<file path="src/rtl/spi_tx_stream_ctrl_pkg.sv">
// ----------------------------------------------------------------------------
// spi_tx_pkg
// Shared definitions for the FIFO-buffered serial transmitter.
//   - 2-bit FSM state codes (IDLE/SHIFT/GAP; code 3 is unused)
//   - frame_len(): bits per serial frame (address + payload + optional parity)
//   - clog2(): width helper for pointer, level and counter vectors
// No ports: this is a package.
// ----------------------------------------------------------------------------
package spi_tx_pkg;

   localparam logic [1:0] ST_IDLE  = 2'd0;
   localparam logic [1:0] ST_SHIFT = 2'd1;
   localparam logic [1:0] ST_GAP   = 2'd2;

   function automatic int frame_len(input int addr_w, input int data_w, input bit parity);
      return addr_w + data_w + (parity ? 1 : 0);
   endfunction

   // Smallest r with 2**r >= value; clog2(1) = 0.
   function automatic int clog2(input int value);
      int r;
      r = 0;
      while ((1 << r) < value) r++;
      return r;
   endfunction

endpackage

</file>
<file path="src/rtl/spi_tx_stream_ctrl_if.sv">
// ----------------------------------------------------------------------------
// spi_tx_stream_ctrl_if
// Bundles the word-input, back-pressure, serial-output and status signals of
// spi_tx_stream_ctrl.
//   master : the producer/receiver side (drives DATA, ENA, RX_STOP)
//   slave  : the transmitter (drives TX_DATA, TX_LOAD, OVERFLOW, LEVEL, state_mon)
// Handshake: ENA is a one-cycle write strobe with no ready return; a word is
// taken when ENA is high and the FIFO is not full (or is popping the same
// cycle), otherwise it is dropped and OVERFLOW latches. RX_STOP is an
// active-high "not ready" that only gates the start of the next frame.
// ----------------------------------------------------------------------------
interface spi_tx_stream_ctrl_if #(
   parameter int DATA_W     = 16,
   parameter int FIFO_DEPTH = 16
);
   localparam int LEVEL_W = spi_tx_pkg::clog2(FIFO_DEPTH) + 1;

   logic [DATA_W-1:0]  DATA;
   logic               ENA;
   logic               RX_STOP;
   logic               TX_DATA;
   logic               TX_LOAD;
   logic               OVERFLOW;
   logic [LEVEL_W-1:0] LEVEL;
   logic [1:0]         state_mon;

   modport master (
      output DATA, ENA, RX_STOP,
      input  TX_DATA, TX_LOAD, OVERFLOW, LEVEL, state_mon
   );

   modport slave (
      input  DATA, ENA, RX_STOP,
      output TX_DATA, TX_LOAD, OVERFLOW, LEVEL, state_mon
   );

endinterface

</file>
<file path="src/rtl/spi_tx_stream_ctrl_fifo.sv">
// ----------------------------------------------------------------------------
// spi_tx_fifo
// First-word-fall-through FIFO, DATA_W x DEPTH (DEPTH a power of 2, >= 2).
// rd_data always shows the head word while !empty; a write never bypasses to
// the read side in the same cycle.
// Ports:
//   TX_CLK, RST   clock, synchronous active-high reset (empties the FIFO)
//   wr_en/wr_data write strobe and word; accepted if !full or popping now
//   rd_en         pop the head word (ignored when empty)
//   rd_data       head word
//   full, empty   status
//   count         occupancy 0..DEPTH
//   overflow_evt  one-cycle flag: write dropped because full and not popping
// ----------------------------------------------------------------------------
module spi_tx_fifo
   import spi_tx_pkg::*;
#(
   parameter int DATA_W = 16,
   parameter int DEPTH  = 16
) (
   input  logic                  TX_CLK,
   input  logic                  RST,
   input  logic                  wr_en,
   input  logic [DATA_W-1:0]     wr_data,
   input  logic                  rd_en,
   output logic [DATA_W-1:0]     rd_data,
   output logic                  full,
   output logic                  empty,
   output logic [clog2(DEPTH):0] count,
   output logic                  overflow_evt
);
   localparam int PTR_W = clog2(DEPTH);
   localparam int CNT_W = PTR_W + 1;

   logic [DATA_W-1:0] mem [DEPTH];
   logic [PTR_W-1:0]  wr_ptr;
   logic [PTR_W-1:0]  rd_ptr;
   logic              push;
   logic              pop;

   assign empty        = (count == '0);
   assign full         = (count == CNT_W'(DEPTH));
   assign pop          = rd_en && !empty;
   // When full, a same-cycle pop frees the slot the write lands in.
   assign push         = wr_en && (!full || pop);
   assign overflow_evt = wr_en && full && !pop;
   assign rd_data      = mem[rd_ptr];

   // Storage carries no reset; the pointers define what is valid.
   always_ff @(posedge TX_CLK) begin
      if (push) mem[wr_ptr] <= wr_data;
   end

   always_ff @(posedge TX_CLK) begin
      if (RST) begin
         wr_ptr <= '0;
         rd_ptr <= '0;
         count  <= '0;
      end else begin
         // Pointers wrap naturally because DEPTH is a power of 2.
         if (push) wr_ptr <= wr_ptr + PTR_W'(1);
         if (pop)  rd_ptr <= rd_ptr + PTR_W'(1);
         case ({push, pop})
            2'b10:   count <= count + CNT_W'(1);
            2'b01:   count <= count - CNT_W'(1);
            default: count <= count;
         endcase
      end
   end

endmodule

</file>
<file path="src/rtl/spi_tx_stream_ctrl.sv">
// ----------------------------------------------------------------------------
// spi_tx_stream_ctrl
// FIFO-buffered serial transmitter. Queued DATA_W-bit words are framed as
// {ADDR_VAL, word} and shifted out MSB first on TX_DATA, with TX_LOAD high
// during the last bit and GAP_CYCLES idle cycles after every frame. RX_STOP
// holds off the start of the next frame but never cuts a frame short.
// Build option: define SPI_TX_PARITY_EN to append an even-parity bit
// (XOR of address and data) after the data LSB; TX_LOAD then marks it.
// Ports:
//   TX_CLK  single clock, rising edge
//   RST     synchronous active-high reset; aborts any frame in flight
//   bus     spi_tx_stream_ctrl_if.slave: DATA/ENA/RX_STOP in,
//           TX_DATA/TX_LOAD/OVERFLOW/LEVEL/state_mon out
// ----------------------------------------------------------------------------
module spi_tx_stream_ctrl
   import spi_tx_pkg::*;
#(
   parameter int DATA_W     = 16,
   parameter int FIFO_DEPTH = 16,
   parameter int ADDR_W     = 3,
   parameter int ADDR_VAL   = 1,
   parameter int GAP_CYCLES = 1
) (
   input  logic TX_CLK,
   input  logic RST,
   spi_tx_stream_ctrl_if.slave bus
);
`ifdef SPI_TX_PARITY_EN
   localparam bit PARITY_EN = 1'b1;
`else
   localparam bit PARITY_EN = 1'b0;
`endif
   localparam int FRAME_LEN = frame_len(ADDR_W, DATA_W, PARITY_EN);
   localparam int BODY_W    = ADDR_W + DATA_W;
   localparam int CNT_W     = clog2(FRAME_LEN + 1);
   localparam int GAP_W     = clog2(GAP_CYCLES + 1);
   localparam int LEVEL_W   = clog2(FIFO_DEPTH) + 1;
   localparam logic [CNT_W-1:0] LAST_BIT = CNT_W'(FRAME_LEN - 1);
   localparam logic [GAP_W-1:0] LAST_GAP = GAP_W'(GAP_CYCLES - 1);

   logic [1:0]           state_q;
   logic [1:0]           state_d;
   logic [CNT_W-1:0]     bit_cnt_q;
   logic [GAP_W-1:0]     gap_cnt_q;
   logic [FRAME_LEN-1:0] sreg_q;
   logic [FRAME_LEN-1:0] load_word;
   logic [BODY_W-1:0]    body;

   logic [DATA_W-1:0]    fifo_rd_data;
   logic                 fifo_full;
   logic                 fifo_empty;
   logic [LEVEL_W-1:0]   fifo_count;
   logic                 fifo_ovf_evt;

   logic                 pop;
   logic                 tx_data;
   logic                 tx_load;
   logic                 overflow_q;

   spi_tx_fifo #(
      .DATA_W (DATA_W),
      .DEPTH  (FIFO_DEPTH)
   ) u_fifo (
      .TX_CLK       (TX_CLK),
      .RST          (RST),
      .wr_en        (bus.ENA),
      .wr_data      (bus.DATA),
      .rd_en        (pop),
      .rd_data      (fifo_rd_data),
      .full         (fifo_full),
      .empty        (fifo_empty),
      .count        (fifo_count),
      .overflow_evt (fifo_ovf_evt)
   );

   // Frame image loaded into the shifter: address prefix (if any) above the word.
   generate
      if (ADDR_W > 0) begin : g_addr
         localparam logic [ADDR_W-1:0] ADDR_BITS = ADDR_W'(ADDR_VAL);
         assign body = {ADDR_BITS, fifo_rd_data};
      end else begin : g_no_addr
         assign body = fifo_rd_data;
      end
   endgenerate

`ifdef SPI_TX_PARITY_EN
   assign load_word = {body, ^body};
`else
   assign load_word = body;
`endif

   // ---- FSM: state register ----
   always_ff @(posedge TX_CLK) begin
      if (RST) state_q <= ST_IDLE;
      else     state_q <= state_d;
   end

   // ---- FSM: next state ----
   always_comb begin
      state_d = ST_IDLE;
      case (state_q)
         ST_IDLE:  state_d = (!fifo_empty && !bus.RX_STOP) ? ST_SHIFT : ST_IDLE;
         ST_SHIFT: state_d = (bit_cnt_q == LAST_BIT) ? ST_GAP : ST_SHIFT;
         ST_GAP:   state_d = (gap_cnt_q == LAST_GAP) ? ST_IDLE : ST_GAP;
         default:  state_d = ST_IDLE;
      endcase
   end

   // ---- FSM: outputs ----
   always_comb begin
      pop     = 1'b0;
      tx_data = 1'b0;
      tx_load = 1'b0;
      case (state_q)
         // RX_STOP only matters here, so a frame in flight always completes.
         ST_IDLE:  pop = !fifo_empty && !bus.RX_STOP;
         ST_SHIFT: begin
            tx_data = sreg_q[FRAME_LEN-1];
            tx_load = (bit_cnt_q == LAST_BIT);
         end
         default: ;
      endcase
   end

   // ---- Shifter and counters ----
   always_ff @(posedge TX_CLK) begin
      if (RST) begin
         sreg_q    <= '0;
         bit_cnt_q <= '0;
         gap_cnt_q <= '0;
      end else begin
         case (state_q)
            ST_IDLE: begin
               bit_cnt_q <= '0;
               gap_cnt_q <= '0;
               if (pop) sreg_q <= load_word;
            end
            ST_SHIFT: begin
               sreg_q    <= {sreg_q[FRAME_LEN-2:0], 1'b0};
               bit_cnt_q <= (bit_cnt_q == LAST_BIT) ? '0 : bit_cnt_q + CNT_W'(1);
            end
            ST_GAP: begin
               gap_cnt_q <= (gap_cnt_q == LAST_GAP) ? '0 : gap_cnt_q + GAP_W'(1);
            end
            default: begin
               bit_cnt_q <= '0;
               gap_cnt_q <= '0;
            end
         endcase
      end
   end

   // Sticky until reset.
   always_ff @(posedge TX_CLK) begin
      if (RST)               overflow_q <= 1'b0;
      else if (fifo_ovf_evt) overflow_q <= 1'b1;
   end

   assign bus.TX_DATA   = tx_data;
   assign bus.TX_LOAD   = tx_load;
   assign bus.OVERFLOW  = overflow_q;
   assign bus.LEVEL     = fifo_count;
   assign bus.state_mon = state_q;

endmodule

</file>
<file path="src/flat_wrapper.sv">
// flat-port wrapper written by rule: the top's interface ports become plain ports
module spi_tx_stream_ctrl_flat import spi_tx_pkg::*;
#(
   parameter int DATA_W     = 16,
   parameter int FIFO_DEPTH = 16,
   parameter int ADDR_W     = 3,
   parameter int ADDR_VAL   = 1,
   parameter int GAP_CYCLES = 1
)
  (TX_CLK, RST, bus_DATA, bus_ENA, bus_RX_STOP, bus_TX_DATA, bus_TX_LOAD, bus_OVERFLOW, bus_LEVEL, bus_state_mon);
  spi_tx_stream_ctrl_if #(.DATA_W(DATA_W), .FIFO_DEPTH(FIFO_DEPTH)) bus_i ();
  input  logic TX_CLK;
  input  logic RST;
  input wire logic [$bits(bus_i.DATA)-1:0] bus_DATA;
  input wire logic [$bits(bus_i.ENA)-1:0] bus_ENA;
  input wire logic [$bits(bus_i.RX_STOP)-1:0] bus_RX_STOP;
  output wire logic [$bits(bus_i.TX_DATA)-1:0] bus_TX_DATA;
  output wire logic [$bits(bus_i.TX_LOAD)-1:0] bus_TX_LOAD;
  output wire logic [$bits(bus_i.OVERFLOW)-1:0] bus_OVERFLOW;
  output wire logic [$bits(bus_i.LEVEL)-1:0] bus_LEVEL;
  output wire logic [$bits(bus_i.state_mon)-1:0] bus_state_mon;
  assign bus_i.DATA = bus_DATA;
  assign bus_i.ENA = bus_ENA;
  assign bus_i.RX_STOP = bus_RX_STOP;
  assign bus_TX_DATA = bus_i.TX_DATA;
  assign bus_TX_LOAD = bus_i.TX_LOAD;
  assign bus_OVERFLOW = bus_i.OVERFLOW;
  assign bus_LEVEL = bus_i.LEVEL;
  assign bus_state_mon = bus_i.state_mon;
  spi_tx_stream_ctrl #(.DATA_W(DATA_W), .FIFO_DEPTH(FIFO_DEPTH), .ADDR_W(ADDR_W), .ADDR_VAL(ADDR_VAL), .GAP_CYCLES(GAP_CYCLES)) u_core (.TX_CLK(TX_CLK), .RST(RST), .bus(bus_i));
endmodule
</file>
<file path="config.mk">
export PLATFORM = sky130hd
export DESIGN_NAME = spi_tx_stream_ctrl_flat
export DESIGN_NICKNAME = d
export VERILOG_FILES = /design/src/rtl/spi_tx_stream_ctrl_pkg.sv /design/src/rtl/spi_tx_stream_ctrl_if.sv /design/src/rtl/spi_tx_stream_ctrl_fifo.sv /design/src/rtl/spi_tx_stream_ctrl.sv /design/src/flat_wrapper.sv
export SDC_FILE = /design/constraint.sdc
export NUM_CORES = 1
export LEC_CHECK = 0
export ABC_AREA = 0
export CORE_MARGIN = 3
export CORE_UTILIZATION = 50
export CTS_CLUSTER_SIZE = 30
export DETAILED_ROUTE_END_ITERATION = 10
export GPL_TIMING_DRIVEN = 0
export PLACE_DENSITY = 0.7
export SYNTH_ARGS = -nofsm -noshare
export SYNTH_HDL_FRONTEND = slang
export SYNTH_SLANG_ARGS = --single-unit
</file>
<file path="constraint.sdc">
create_clock -name TX_CLK -period 5.2 [get_ports TX_CLK]
set_input_delay 0.78 -clock TX_CLK [delete_from_list [all_inputs] [get_ports TX_CLK]]
set_output_delay 0.78 -clock TX_CLK [all_outputs]
set_load 0.02 [all_outputs]
</file>
Run 1, metal layers overlaid:
Drawn at 2 px/um.
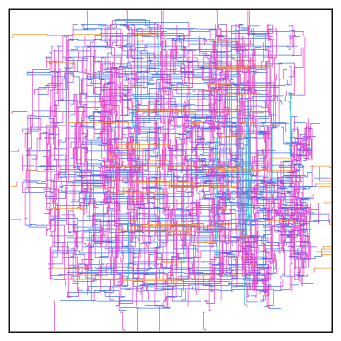
orange -> met3  # wire length 1820 um
magenta -> met2  # wire length 14000 um
cyan -> met4  # wire length 914 um
blue -> met1  # wire length 10800 um
drt total wl: 27500 um
via count: 6478
Wirelength per Cell: 25.7 um
global-route total usage across every layer: 0.214

Run 1, wires at chosen ports, followed through buffers:
Drawn at 2 px/um.
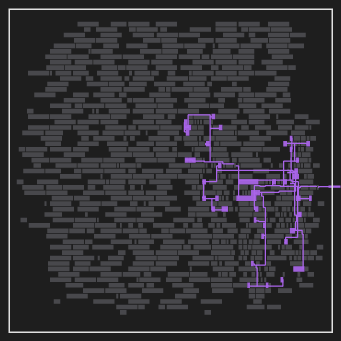
purple -> RST  # direction input, edge right, end cells 44, buffers 5, wire 564 um
Top Ports: 30
tally of buffers added on design ports: 28

==> ds_physical_params.txt, run 1 <==
Characteristics after synthesis and place and route

Parameter                              Value

Placed design
  Pre-CTS worst setup slack .................. 1.36 ns
  Estimated wirelength of the detail-placed design .................. 18300 um
  RD Place Congestion .................. 0.832
  Dpl cell area .................. 0.0130 mm^2

Pwr
  Top power consumer group .................. sequential cells
  Maximum VDD drop .................. 0.000306 V
  Switching part of the total power .................. 0.267
  Sequential fraction of design power .................. 0.473
  Switching Power .................. 0.00159 W
  Static leakage power .................. 4.37 nW
  Power dissipated in the clock network .................. 0.00199 W
  Pwr Density .................. 428 mW/mm^2
  Power attributed to sequential cells .................. 0.00283 W
  Overall power .................. 0.00597 W
  Part of the total power dissipated in the clock network .................. 0.334
  Combinational fraction of design power .................. 0.193
  Internal power .................. 0.00438 W
  Reported combinational group power .................. 0.00115 W

Timing
  Worst Slack Setup Final .................. 1.91 ns
  Setup TNS .................. 0 ns
  Final critical-path required period .................. 3.29 ns
  Transition time at the pin with the least slew margin .................. 0.988 ns
  Unrepaired setup endpoints after global routing .................. no
  Final Hold Vio Count .................. 0
  Final setup viols .................. 0
  Highest attainable clock frequency .................. 304 MHz
  Fin Clk Skew .................. 0.0115 ns
  Fin. max-slew vios .................. 0
  Max-slew headroom at the worst pin .................. 0.341
  Period utilization .................. 0.632
  Final Hold Slack .................. 0.460 ns

Synth
  Synthesized-area fraction occupied by and/or/nand/nor cells .................. 0.0430
  Part of the Yosys area used for sequential elements .................. 0.716
  Area fraction in mux cells .................. 0.152
  Chip area from the yosys synthesis statistics .................. 0.0120 mm^2
  Leading post-synthesis cells by cell area .................. sky130_fd_sc_hd__edfxtp_1 (64%), sky130_fd_sc_hd__mux4_2 (12%), sky130_fd_sc_hd__dfxtp_1 (7.4%)
  Gate Count Post-Synth .................. 656
  Share of synthesized cell area in and-or and or-and compound cells .................. 0.0546
  Top_reg_cell synth .................. sky130_fd_sc_hd__edfxtp_1
  Post-Syn Nets .................. 685
  Netlist cell types .................. 50
  Synthesis-stage register bit count .................. 300
  Area share of the largest cell type after synthesis .................. 0.642
  Adder-cell share of the synthesized area .................. 0.00941
  Post-synthesis cell type with the largest instance count .................. sky130_fd_sc_hd__edfxtp_1
  Synth logic family .................. multiplexers
  Fraction of registers with async set/reset .................. 0
  Warning count from the yosys run .................. 0
  Avg Inst Size Synth .................. 18.2 um^2
  Top cells by count .................. sky130_fd_sc_hd__edfxtp_1 (256), sky130_fd_sc_hd__mux4_2 (62), sky130_fd_sc_hd__dfxtp_1 (44)
  Post-synth EDFFs .................. 256
  Cell taking the most area after synthesis .................. sky130_fd_sc_hd__edfxtp_1
  Area of the mapped netlist .................. 0.0120 mm^2
  Yosys xor share .................. 0.00585
  Ys cells .................. 656

Route
  DR DRC count .................. 0
  Number of antenna-violating nets in the routed design .................. 0
  Initial DRT Pass Iterations .................. 6
  Vias per cell .................. 6.05
  Detailed Route Iter0 Violations .................. 689

Worst setup path
  Crit Path Category .................. primary input to flop
  Register-to-register setup slack .................. 2.07 ns
  Critical path capture point type .................. flop
  Worst setup SP type .................. primary input
  Crit path arrival time .................. 3.53 ns
  Required time of the critical path .................. 5.45 ns
  Top fanout value on the critical path .................. 10

Finish
  Filler cell count .................. 1638
  Inserted Diodes .................. 0
  Post-layout net count .................. 765
  Fraction of final layout cells sized beyond drive strength 1 .................. 0.256
  Layout overhead on the synthesized area .................. 16.5%
  Total non-filler cell area in the finished layout .................. 0.0139 mm^2

Floorplanning
  Rows .................. 55
  Floorplan-stage core utilization .................. 0.519
  Area of the chip .................. 0.0258 mm^2
  Core Box Area .................. 0.0231 mm^2

Clock network
  TritonCTS Buffers .................. 30
  Insertion Delay late pin .................. 0.55 ns
  Number of post-CTS setup repair buffers .................. 0
  Clock slew at reported path FFs .................. 0.06 ns
  Number of levels the H-tree was split into .................. 1
  Maximum count of clock buffers along a single path .................. 3
  Post-CTS resize count .................. 0
  Number of hold buffers added after CTS .................. 0
  CTS tree .................. built
  Clock sinks .................. 300
  Root Buffer .................. sky130_fd_sc_hd__clkbuf_16

Job
  Warning total across the stage logs .................. 30
  Max-cap violation count .................. 0

Run status
  Outcome .................. complete, no violations

Global route
  Total grt overflow .................. 0
  Number of global-route vias before repair .................. 6697
  Initial antenna violation count .................. 0
  Wire length of the first global-routing pass .................. 41200 um
  Pin count of the biggest net entering global routing .................. 17

Hold path
  Min-delay worst type .................. flop to flop
Run 1, pin map:
Drawn at 1.5 px/um. Pins as bars across the die edge, other pins in gray.
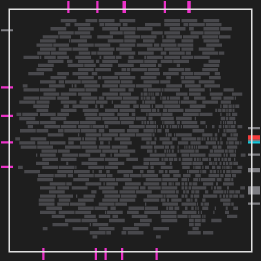
red -> bus_state_mon  # pins 2, direction output, edge right
cyan -> RST  # pins 1, direction input, edge right
magenta -> bus_DATA  # pins 16, direction input, edge 7 top, 5 bottom, 4 left
all pins by edge = 13 right, 7 top, 5 left, 5 bottom
y dimension of the die: 161 um
Die Span X: 161 um

Run 1, congestion heat map:
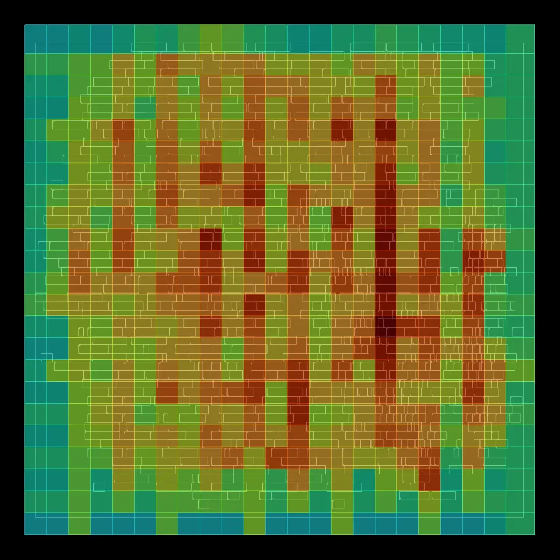
utilization of the core after routing: 0.605
met1 Use GR: 0.276
GR met3 Demand/Resource: 0.0395

## run 1: registers in the layout, summed over array words and instances (netlist names), named ones only
| register | flops |
|---|---|
| u_core.bit_cnt_q | 5 |
| u_core.bus.state_mon | 2 |
| u_core.sreg_q | 19 |
| u_core.u_fifo.mem | 256 |
| u_core.u_fifo.rd_ptr | 4 |
| u_core.u_fifo.count | 5 |
| u_core.u_fifo.wr_ptr | 4 |
| u_core.bus.OVERFLOW | 1 |
## run 1: per-layer routing
| metal | wire length [um] | global-route usage | part of all wire |
|---|---|---|---|
| met5 | 0 | 0 | 0 |
| met4 | 913 | 0.0708 | 0.033 |
| met3 | 1820 | 0.0395 | 0.066 |
| met2 | 14000 | 0.370 | 0.51 |
| met1 | 10800 | 0.276 | 0.39 |
## run 1: worst paths after layout
| path | from | endpoint | cells after the start |
|---|---|---|---|
| worst max-delay path | bus_RX_STOP | u_core.u_fifo.mem[6][2] | 7 |
| worst min-delay path | u_core.sreg_q[16] | u_core.sreg_q[17] | 2 |
| worst max register to register | u_core.u_fifo.count[2] | u_core.u_fifo.count[4] | 10 |
| worst min register to register | u_core.sreg_q[16] | u_core.sreg_q[17] | 2 |
## run 1: critical path: stages
cell	delay (ns)
sky130_fd_sc_hd__clkdlybuf4s50_1	0.52
sky130_fd_sc_hd__or3_1	0.37
sky130_fd_sc_hd__buf_4	0.18
sky130_fd_sc_hd__a31oi_1	0.50
sky130_fd_sc_hd__nand2_1	0.30
sky130_fd_sc_hd__nor2_2	0.61
sky130_fd_sc_hd__buf_8	0.25
## run 1: area by class of cell
type	instances	area, um^2	share of cell area
well taps	313	392	0.0281
flip-flops and latches	300	8570	0.615
repair buffers	48	626	0.0449
clock inverters	16	126	0.00906
clock buffers	37	777	0.0557
plain buffers	41	201	0.0144
multi-input cells	308	3230	0.231
inverters	7	26.3	0.00188
## run 1: placed cells by master, fill, tap and decap left out, types with 16 or more instances in the layout
cell                              instances
sky130_fd_sc_hd__a22oi_1                 16
sky130_fd_sc_hd__mux2_2                  31
sky130_fd_sc_hd__clkdlybuf4s50_1         28
sky130_fd_sc_hd__o21ai_0                 19
sky130_fd_sc_hd__clkbuf_16               30
sky130_fd_sc_hd__edfxtp_1               256
sky130_fd_sc_hd__nor2_1                  20
sky130_fd_sc_hd__nand2_1                 26
sky130_fd_sc_hd__dfxtp_1                 44
sky130_fd_sc_hd__clkbuf_1                25
sky130_fd_sc_hd__mux4_2                  62
sky130_fd_sc_hd__a2bb2oi_1               17
## run 1: cell families (layout without fill, tap and decap cells)
kind of cell,count (synthesis),in the layout
compound gates,86,86
simple gates,104,104
fa+ha+maj,9,9
buf+inv,48,149
xor+xnor,8,8
mux,101,101
flops,300,300
## run 1: metrics by stage
step           std cells  utilization
3_3_place_gp         997        0.548
3_5_place_dp        1017        0.566
2_1_floorplan        656            -
4_1_cts             1070        0.605
6_report            1070        0.605
5_1_grt             1070        0.605
--- run 2 (diff from run 1) ---
- clock period: 5.2 -> 3.5 ns (I/O delays scaled with it)
Run 2, pin map:
Drawn at 1.5 px/um. Pins as bars across the die edge, other pins in gray.
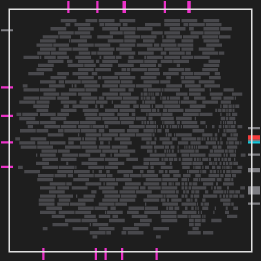
red -> bus_state_mon  # pins 2, direction output, edge right
cyan -> RST  # pins 1, direction input, edge right
magenta -> bus_DATA  # pins 16, direction input, edge 7 top, 5 bottom, 4 left
all pins by edge = 13 right, 7 top, 5 left, 5 bottom

==> run 2 against run 1 <==
  * First-iteration DRC count is the same
  * Synthesized cell count is the same
  * Highest routed layer unchanged
  * Register-to-register slack lost 1.7 ns
  * Hold slack is the same
  * Global-route usage is the same
==> ds_physical_params.txt, run 2 <==
Characteristics after synthesis and place and route

Parameter                              Value

Synth
  Fraction of registers with async set/reset .................. 0 (unchanged)
  Top cells by count .................. sky130_fd_sc_hd__edfxtp_1 (256), sky130_fd_sc_hd__mux4_2 (62), sky130_fd_sc_hd__dfxtp_1 (44)
  Share of synthesized cell area in and-or and or-and compound cells .................. 0.0546 (unchanged)
  Area of the mapped netlist .................. 0.0120 mm^2 (unchanged)
  Ys cells .................. 656 (unchanged)
  Leading post-synthesis cells by cell area .................. sky130_fd_sc_hd__edfxtp_1 (64%), sky130_fd_sc_hd__mux4_2 (12%), sky130_fd_sc_hd__dfxtp_1 (7.4%)
  Top_reg_cell synth .................. sky130_fd_sc_hd__edfxtp_1
  Synthesis-stage register bit count .................. 300 (unchanged)
  Post-Syn Nets .................. 685 (unchanged)
  Post-synth EDFFs .................. 256 (unchanged)
  Yosys xor share .................. 0.00585 (unchanged)
  Adder-cell share of the synthesized area .................. 0.00941 (unchanged)
  Netlist cell types .................. 50 (unchanged)
  Part of the Yosys area used for sequential elements .................. 0.716 (unchanged)
  Chip area from the yosys synthesis statistics .................. 0.0120 mm^2 (unchanged)
  Area fraction in mux cells .................. 0.152 (unchanged)
  Post-synthesis cell type with the largest instance count .................. sky130_fd_sc_hd__edfxtp_1
  Avg Inst Size Synth .................. 18.2 um^2 (unchanged)

Timing
  Final Hold Vio Count .................. 0 (unchanged)
  Final setup viols .................. 0 (unchanged)
  Setup TNS .................. 0 ns (unchanged)
  Unrepaired setup endpoints after global routing .................. no
  Worst Slack Setup Final .................. 0.374 ns (-1.54 ns)
  Transition time at the pin with the least slew margin .................. 0.988 ns (unchanged)
  Fin Clk Skew .................. 0.0115 ns (unchanged)

Hold path
  Min-delay worst type .................. flop to flop
  Hold Path Stages .................. 2 (unchanged)

Global route
  Wire length of the first global-routing pass .................. 41200 um (unchanged)
  Initial antenna violation count .................. 0 (unchanged)
  Number of global-route vias before repair .................. 6697 (unchanged)
  Total grt overflow .................. 0 (unchanged)

Route
  Number of antenna-violating nets in the routed design .................. 0 (unchanged)
  Vias per cell .................. 6.05 (unchanged)
  Drt total wl .................. 27500 um (unchanged)
  Detailed Route Iter0 Violations .................. 689 (unchanged)

Finish
  Total non-filler cell area in the finished layout .................. 0.0139 mm^2 (unchanged)
  Sequential Area .................. 0.00857 mm^2 (unchanged)
  Top flop regs .................. u_core.u_fifo.mem x256, u_core.sreg_q x19
  Commonest cells after routing, fill and taps aside .................. sky130_fd_sc_hd__edfxtp_1 (256), sky130_fd_sc_hd__mux4_2 (62), sky130_fd_sc_hd__dfxtp_1 (44)
  Flip-flop count of the largest register after layout .................. 256 (unchanged)
  Register ranked first by flip-flop count .................. u_core.u_fifo.mem
  Layout overhead on the synthesized area .................. 16.5% (unchanged)
  Footprint of the multi-input gates .................. 0.00323 mm^2 (unchanged)
  Fraction of final layout cells sized beyond drive strength 1 .................. 0.256 (unchanged)
  Post-layout net count .................. 765 (unchanged)
  Utilization of the core after routing .................. 0.605 (unchanged)

Worst setup path
  Total buffers and inverters traversed by the critical path .................. 1 (-2)
  Crit Path Category .................. flop to flop
  Required time of the critical path .................. 3.97 ns (-1.48 ns)
  Critical-path cell with the highest stage delay .................. sky130_fd_sc_hd__or4_1
  Endpoint of the lowest-slack register-to-register path .................. u_core.u_fifo.count[4]
  Crit path arrival time .................. 3.60 ns (+0.07 ns)
  Top fanout value on the critical path .................. 9 (-1)
  Register-to-register setup slack .................. 0.37 ns (-1.70 ns)
  Maximum single-stage delay on the critical path .................. 0.57 ns (-0.04 ns)
  Cells on worst reg2reg path .................. 10 (unchanged)
  Cell breakdown of the critical path .................. or4_1 > buf_6 > o21ai_0 > nor2_1 > xor2_1 > ha_1 > o31ai_1 > nand3b_1 > or3_1 > a31oi_1
  Critical path capture point type .................. flop

Placed design
  Tally of buffers added on design ports .................. 28 (unchanged)
  Estimated wirelength of the detail-placed design .................. 18300 um (unchanged)
  Dpl cell area .................. 0.0130 mm^2 (unchanged)

Clock network
  Insertion Delay late pin .................. 0.55 ns (about the same)
  Clock slew at reported path FFs .................. 0.07 ns (about the same)
  Number of post-CTS setup repair buffers .................. 0 (unchanged)
  Clock sinks .................. 300 (unchanged)
  Number of hold buffers added after CTS .................. 0 (unchanged)
  Root Buffer .................. sky130_fd_sc_hd__clkbuf_16

Pwr
  Pwr Density .................. 636 mW/mm^2 (+49%)
  Switching part of the total power .................. 0.267 (about the same)
  Maximum VDD drop .................. 0.000454 V (+49%)
  Sequential fraction of design power .................. 0.473 (about the same)
  Part of the total power dissipated in the clock network .................. 0.334 (about the same)
  Static leakage power .................. 4.37 nW (unchanged)
  Switching Power .................. 0.00237 W (+49%)

Floorplanning
  Y dimension of the die .................. 161 um (unchanged)
  Top Ports .................. 30 (unchanged)
  Area of the chip .................. 0.0258 mm^2 (unchanged)
  Floorplan-stage core utilization .................. 0.519 (unchanged)
  Core Box Area .................. 0.0231 mm^2 (unchanged)
  Rows .................. 55 (unchanged)

Job
  Warning total across the stage logs .................. 30 (unchanged)
  Max-cap violation count .................. 0 (unchanged)

Run status
  Outcome .................. complete, no violations
Run 2, congestion heat map:
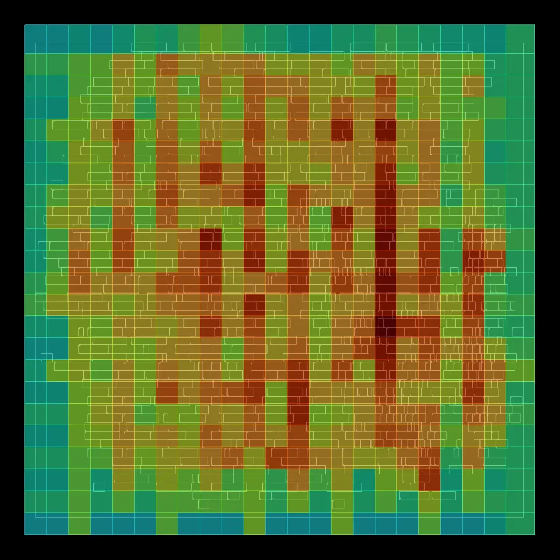
GR met2 Demand/Resource: 0.370
busiest layer in global routing: met2

run 2: cell counts in the layout (fill, tap and decap cells not counted):
No cell type changed its count.
run 2: worst max-delay path by stage:
stage | startpoint | end | slack [ns] | cells past startpoint
final | u_core.u_fifo.count[2] | u_core.u_fifo.count[4] | 0.37 | 10
after global routing | u_core.u_fifo.count[1] | u_core.u_fifo.count[4] | 0.24 | 11
after CTS | u_core.u_fifo.count[1] | u_core.u_fifo.count[4] | 0.40 | 11
after detailed placement | bus_RX_STOP | u_core.u_fifo.mem[6][4] | -0.08 | 7
after global placement | bus_RX_STOP | u_core.u_fifo.mem[0][6] | -1.84 | 6
after floorplan | u_core.bus.state_mon[0] | u_core.u_fifo.mem[0][0] | 0.36 | 6
run 2: cell families (layout without fill, tap and decap cells):
kind of cell | after synthesis | in the layout
adders and majority gates | 9 | 9
AOI/OAI and AO/OA | 86 | 86
DFF | 300 | 300
xor gates and xnor gates | 8 | 8
muxes | 101 | 101
and+or+nand+nor | 104 | 104
buffers and inverters | 48 | 149
run 2: metal layers:
layer  track usage  wire length [um]  up-vias
li1              -                 -     2802
met1         0.276             10800     3375
met2         0.370             14000      245
met3        0.0395              1820       56
met4        0.0708               913        0
met5             0                 0        -
run 2: worst reg2reg max path, cell delays in order, from the launching register on:
cell	delay (ns)
sky130_fd_sc_hd__dfxtp_1	0.40
sky130_fd_sc_hd__or4_1	0.57
sky130_fd_sc_hd__buf_6	0.16
sky130_fd_sc_hd__o21ai_0	0.52
sky130_fd_sc_hd__nor2_1	0.16
sky130_fd_sc_hd__xor2_1	0.18
sky130_fd_sc_hd__ha_1	0.24
sky130_fd_sc_hd__o31ai_1	0.20
sky130_fd_sc_hd__nand3b_1	0.12
sky130_fd_sc_hd__or3_1	0.32
sky130_fd_sc_hd__a31oi_1	0.17
run 2: power by group through the flow:
stage	combinational (W)	clock, W	sequential, W
finish	0.00171	0.00296	0.00420
floorplan	0.00117	0	0.00427
CTS	0.00171	0.00300	0.00419
global placement	0.00162	0	0.00426
global route	0.00184	0.00315	0.00422
detailed placement	0.00170	0	0.00427
run 2: layout make-up:
class | instances | area share
plain buffers | 41 | 0.0144
inverters | 7 | 0.00188
repair buffers | 48 | 0.0449
flip-flops and latches | 300 | 0.615
multi-input cells | 308 | 0.231
clock buffers | 37 | 0.0557
well taps | 313 | 0.0281
clock inverters | 16 | 0.00906
run 2: stage by stage:
stage / cells / hold slack (ns)
after floorplan: 656 / 0.432
after global placement: 997 / 0.437
after detailed placement: 1017 / 0.448
after CTS: 1070 / 0.457
after global routing: 1070 / 0.488
final: 1070 / 0.460
Run 2, metal layers overlaid:
Drawn at 2 px/um.
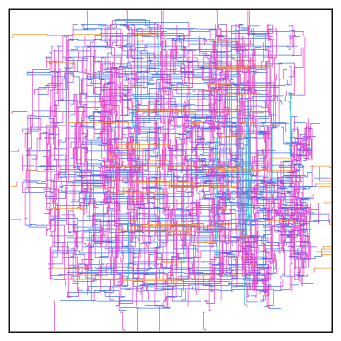

--- run 3 (diff from run 2) ---
- MAX_ROUTING_LAYER: default -> met4
Run 3, metal layers overlaid:
Drawn at 2 px/um.
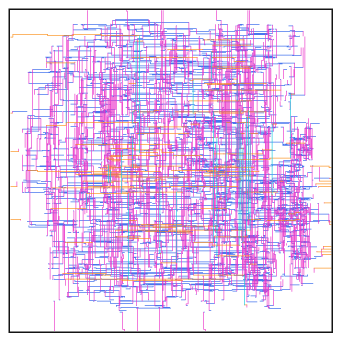
blue -> met1  # wire length 10800 um
orange -> met3  # wire length 1890 um
magenta -> met2  # wire length 13900 um
cyan -> met4  # wire length 940 um
drt total wl: 27500 um
global-route total usage across every layer: 0.221

Run 3, pin map:
Drawn at 1.5 px/um. Pins as bars across the die edge, other pins in gray.
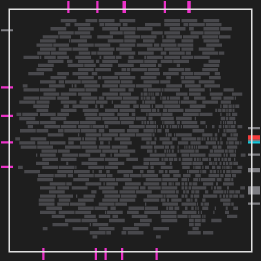
red -> bus_state_mon  # pins 2, direction output, edge right
magenta -> bus_DATA  # pins 16, direction input, edge 7 top, 5 bottom, 4 left
cyan -> RST  # pins 1, direction input, edge right
all pins by edge = 13 right, 7 top, 5 left, 5 bottom

==> run 3 against run 2 <==
  * Sequential share of layout area is the same
  * Non-clock buffer count is the same
  * Flip-flop count is the same
  * Sequential power is essentially flat
  * Synthesized cell count is the same
  * Critical path depth is the same
  * Combinational power is essentially flat
  * Fmax shrank 0.45%
  * Critical path type unchanged
==> ds_physical_params.txt, run 3 <==
Characteristics after synthesis and place and route

Parameter                              Value

Route
  Initial DRT Pass Iterations .................. 5
  Wirelength per Cell .................. 25.7 um
  Number of antenna-violating nets in the routed design .................. 0 (unchanged)
  DR DRC count .................. 0
  Via count .................. 6498
  Vias per cell .................. 6.07 (+0.31%)
  Detailed Route Iter0 Violations .................. 629 (-8.7%)

Synth
  Post-Syn Nets .................. 685 (unchanged)
  Top_reg_cell synth .................. sky130_fd_sc_hd__edfxtp_1
  Avg Inst Size Synth .................. 18.2 um^2 (unchanged)
  Gate Count Post-Synth .................. 656
  Synthesis-stage register bit count .................. 300 (unchanged)
  Area share of the largest cell type after synthesis .................. 0.642
  Cell taking the most area after synthesis .................. sky130_fd_sc_hd__edfxtp_1
  Area of the mapped netlist .................. 0.0120 mm^2 (unchanged)
  Post-synthesis cell type with the largest instance count .................. sky130_fd_sc_hd__edfxtp_1
  Top cells by count .................. sky130_fd_sc_hd__edfxtp_1 (256), sky130_fd_sc_hd__mux4_2 (62), sky130_fd_sc_hd__dfxtp_1 (44)
  Part of the Yosys area used for sequential elements .................. 0.716 (unchanged)
  Fraction of registers with async set/reset .................. 0 (unchanged)
  Post-synth EDFFs .................. 256 (unchanged)
  Warning count from the yosys run .................. 0
  Ys cells .................. 656 (unchanged)
  Netlist cell types .................. 50 (unchanged)
  Chip area from the yosys synthesis statistics .................. 0.0120 mm^2 (unchanged)
  Leading post-synthesis cells by cell area .................. sky130_fd_sc_hd__edfxtp_1 (64%), sky130_fd_sc_hd__mux4_2 (12%), sky130_fd_sc_hd__dfxtp_1 (7.4%)

Clock network
  Root Buffer .................. sky130_fd_sc_hd__clkbuf_16
  Maximum count of clock buffers along a single path .................. 3
  CTS tree .................. built
  Clock sinks .................. 300 (unchanged)
  TritonCTS Buffers .................. 30
  Insertion Delay late pin .................. 0.54 ns (about the same)
  Number of hold buffers added after CTS .................. 0 (unchanged)
  Clock slew at reported path FFs .................. 0.06 ns (about the same)
  Post-CTS resize count .................. 0
  Number of post-CTS setup repair buffers .................. 0 (unchanged)
  Number of levels the H-tree was split into .................. 1

Worst setup path
  Worst setup SP type .................. flop
  Top fanout value on the critical path .................. 9 (unchanged)
  Required time of the critical path .................. 3.97 ns (about the same)
  Crit Path Category .................. flop to flop
  Crit path arrival time .................. 3.61 ns (about the same)
  Critical path capture point type .................. flop

Placed design
  Estimated wirelength of the detail-placed design .................. 18300 um (unchanged)
  Placed insts .................. 1017 (unchanged)
  Tally of buffers added on design ports .................. 28 (unchanged)
  RD Place Congestion .................. 0.845

Timing
  Setup TNS .................. 0 ns (unchanged)
  Final Hold Vio Count .................. 0 (unchanged)
  Max-slew headroom at the worst pin .................. 0.307
  Period utilization .................. 0.897
  Fin. max-slew vios .................. 0
  Unrepaired setup endpoints after global routing .................. no
  Transition time at the pin with the least slew margin .................. 1.04 ns (+0.0517 ns)
  Final critical-path required period .................. 3.14 ns
  Final setup viols .................. 0 (unchanged)
  Highest attainable clock frequency .................. 318 MHz
  Fin Clk Skew .................. 0.00758 ns (-0.00388 ns)

Finish
  Final instance count without filler cells .................. 1070 (unchanged)
  Fraction of final layout cells sized beyond drive strength 1 .................. 0.256 (unchanged)
  Most frequent logic cell in the layout .................. sky130_fd_sc_hd__edfxtp_1
  Register ranked first by flip-flop count .................. u_core.u_fifo.mem
  Top flop regs .................. u_core.u_fifo.mem x256, u_core.sreg_q x19
  Commonest cells after routing, fill and taps aside .................. sky130_fd_sc_hd__edfxtp_1 (256), sky130_fd_sc_hd__mux4_2 (62), sky130_fd_sc_hd__dfxtp_1 (44)
  Post-layout net count .................. 765 (unchanged)
  Layout overhead on the synthesized area .................. 16.5% (unchanged)
  Flip-flop count of the largest register after layout .................. 256 (unchanged)
  Inserted Diodes .................. 0

Global route
  Initial antenna violation count .................. 0 (unchanged)
  Number of global-route vias before repair .................. 6698 (+0.015%)
  Wire length of the first global-routing pass .................. 41200 um (+0.12%)
  Pin count of the biggest net entering global routing .................. 17
  Total grt overflow .................. 0 (unchanged)

Floorplanning
  Floorplan-stage core utilization .................. 0.519 (unchanged)
  Y dimension of the die .................. 161 um (unchanged)
  Top Ports .................. 30 (unchanged)
  Core Box Area .................. 0.0231 mm^2 (unchanged)
  Area of the chip .................. 0.0258 mm^2 (unchanged)
  Rows .................. 55 (unchanged)
  Die Span X .................. 161 um

Hold path
  Min-delay worst type .................. flop to flop

Pwr
  Maximum VDD drop .................. 0.000453 V (-0.25%)
  Pwr Density .................. 636 mW/mm^2 (about the same)
  Static leakage power .................. 4.37 nW (unchanged)

Job
  Warning total across the stage logs .................. 30 (unchanged)
  Max-cap violation count .................. 0 (unchanged)

Run status
  Outcome .................. complete, no violations
[run 3: cell counts after synthesis]
Identical to the previous run, type by type.
[run 3: path summary, 6_finish.rpt]
kind                            endpoint  slack, ns                    from  depth (start not counted)
setup / recovery  u_core.u_fifo.count[4]       0.36  u_core.u_fifo.count[2]                         10
hold / removal         u_core.sreg_q[17]       0.46       u_core.sreg_q[16]                          2
setup reg to reg  u_core.u_fifo.count[4]       0.36  u_core.u_fifo.count[2]                         10
hold reg to reg        u_core.sreg_q[17]       0.46       u_core.sreg_q[16]                          2
[run 3: power by group]
part	switching, W	internal, W	leakage (nW)
registers	0.000123	0.00407	2.67
logic	0.000940	0.000776	1.27
clock network	0.00130	0.00165	0.429
total	0.00236	0.00650	4.37
[run 3: layout make-up]
type,instances,area (um^2)
sequential,300,8570
timing repair buffer,48,626
fill,1638,9110
tap,313,392
buffer,41,201
inverter,7,26.3
multi-input combinational,308,3230
clock buffer,37,777
clock inverter,16,126
[run 3: critical path: stages, from the launching register on]
cell	delay, ns
sky130_fd_sc_hd__dfxtp_1	0.40
sky130_fd_sc_hd__or4_1	0.57
sky130_fd_sc_hd__buf_6	0.16
sky130_fd_sc_hd__o21ai_0	0.53
sky130_fd_sc_hd__nor2_1	0.16
sky130_fd_sc_hd__xor2_1	0.18
sky130_fd_sc_hd__ha_1	0.24
sky130_fd_sc_hd__o31ai_1	0.20
sky130_fd_sc_hd__nand3b_1	0.12
sky130_fd_sc_hd__or3_1	0.33
sky130_fd_sc_hd__a31oi_1	0.17
[run 3: per-layer routing]
| layer | vias to the layer above | wire length, um | GRT usage |
|---|---|---|---|
| li1 | 2798 | - | - |
| met1 | 3394 | 10800 | 0.277 |
| met2 | 241 | 13900 | 0.370 |
| met3 | 65 | 1890 | 0.0395 |
| met4 | 0 | 939 | 0.0708 |
| met5 | - | 0 | - |
[run 3: logic make-up after synthesis]
family                   count (synthesis)  share of synthesized area
adder cells (fa/ha/maj)                  9                    0.00941
flip-flops                             300                      0.716
AND-OR/OR-AND                           86                     0.0546
buffers and inverters                   48                     0.0190
XOR/XNOR                                 8                    0.00585
AND/OR/NAND/NOR                        104                     0.0430
multiplexers                           101                      0.152
[run 3: per-stage QoR]
step	setup slack (ns)	cell area (um^2)	hold WS, ns	util	power [W]
6_report	0.360	13900	0.458	0.605	0.00886
3_5_place_dp	-0.0808	13000	0.448	0.566	0.00597
5_1_grt	0.241	13900	0.488	0.605	0.00921
4_1_cts	0.397	13900	0.457	0.605	0.00891
2_1_floorplan	0.357	12000	0.432	-	0.00544
3_3_place_gp	-1.84	12600	0.437	0.548	0.00588
No activity file was given, so power comes from the tool's default toggle rates.
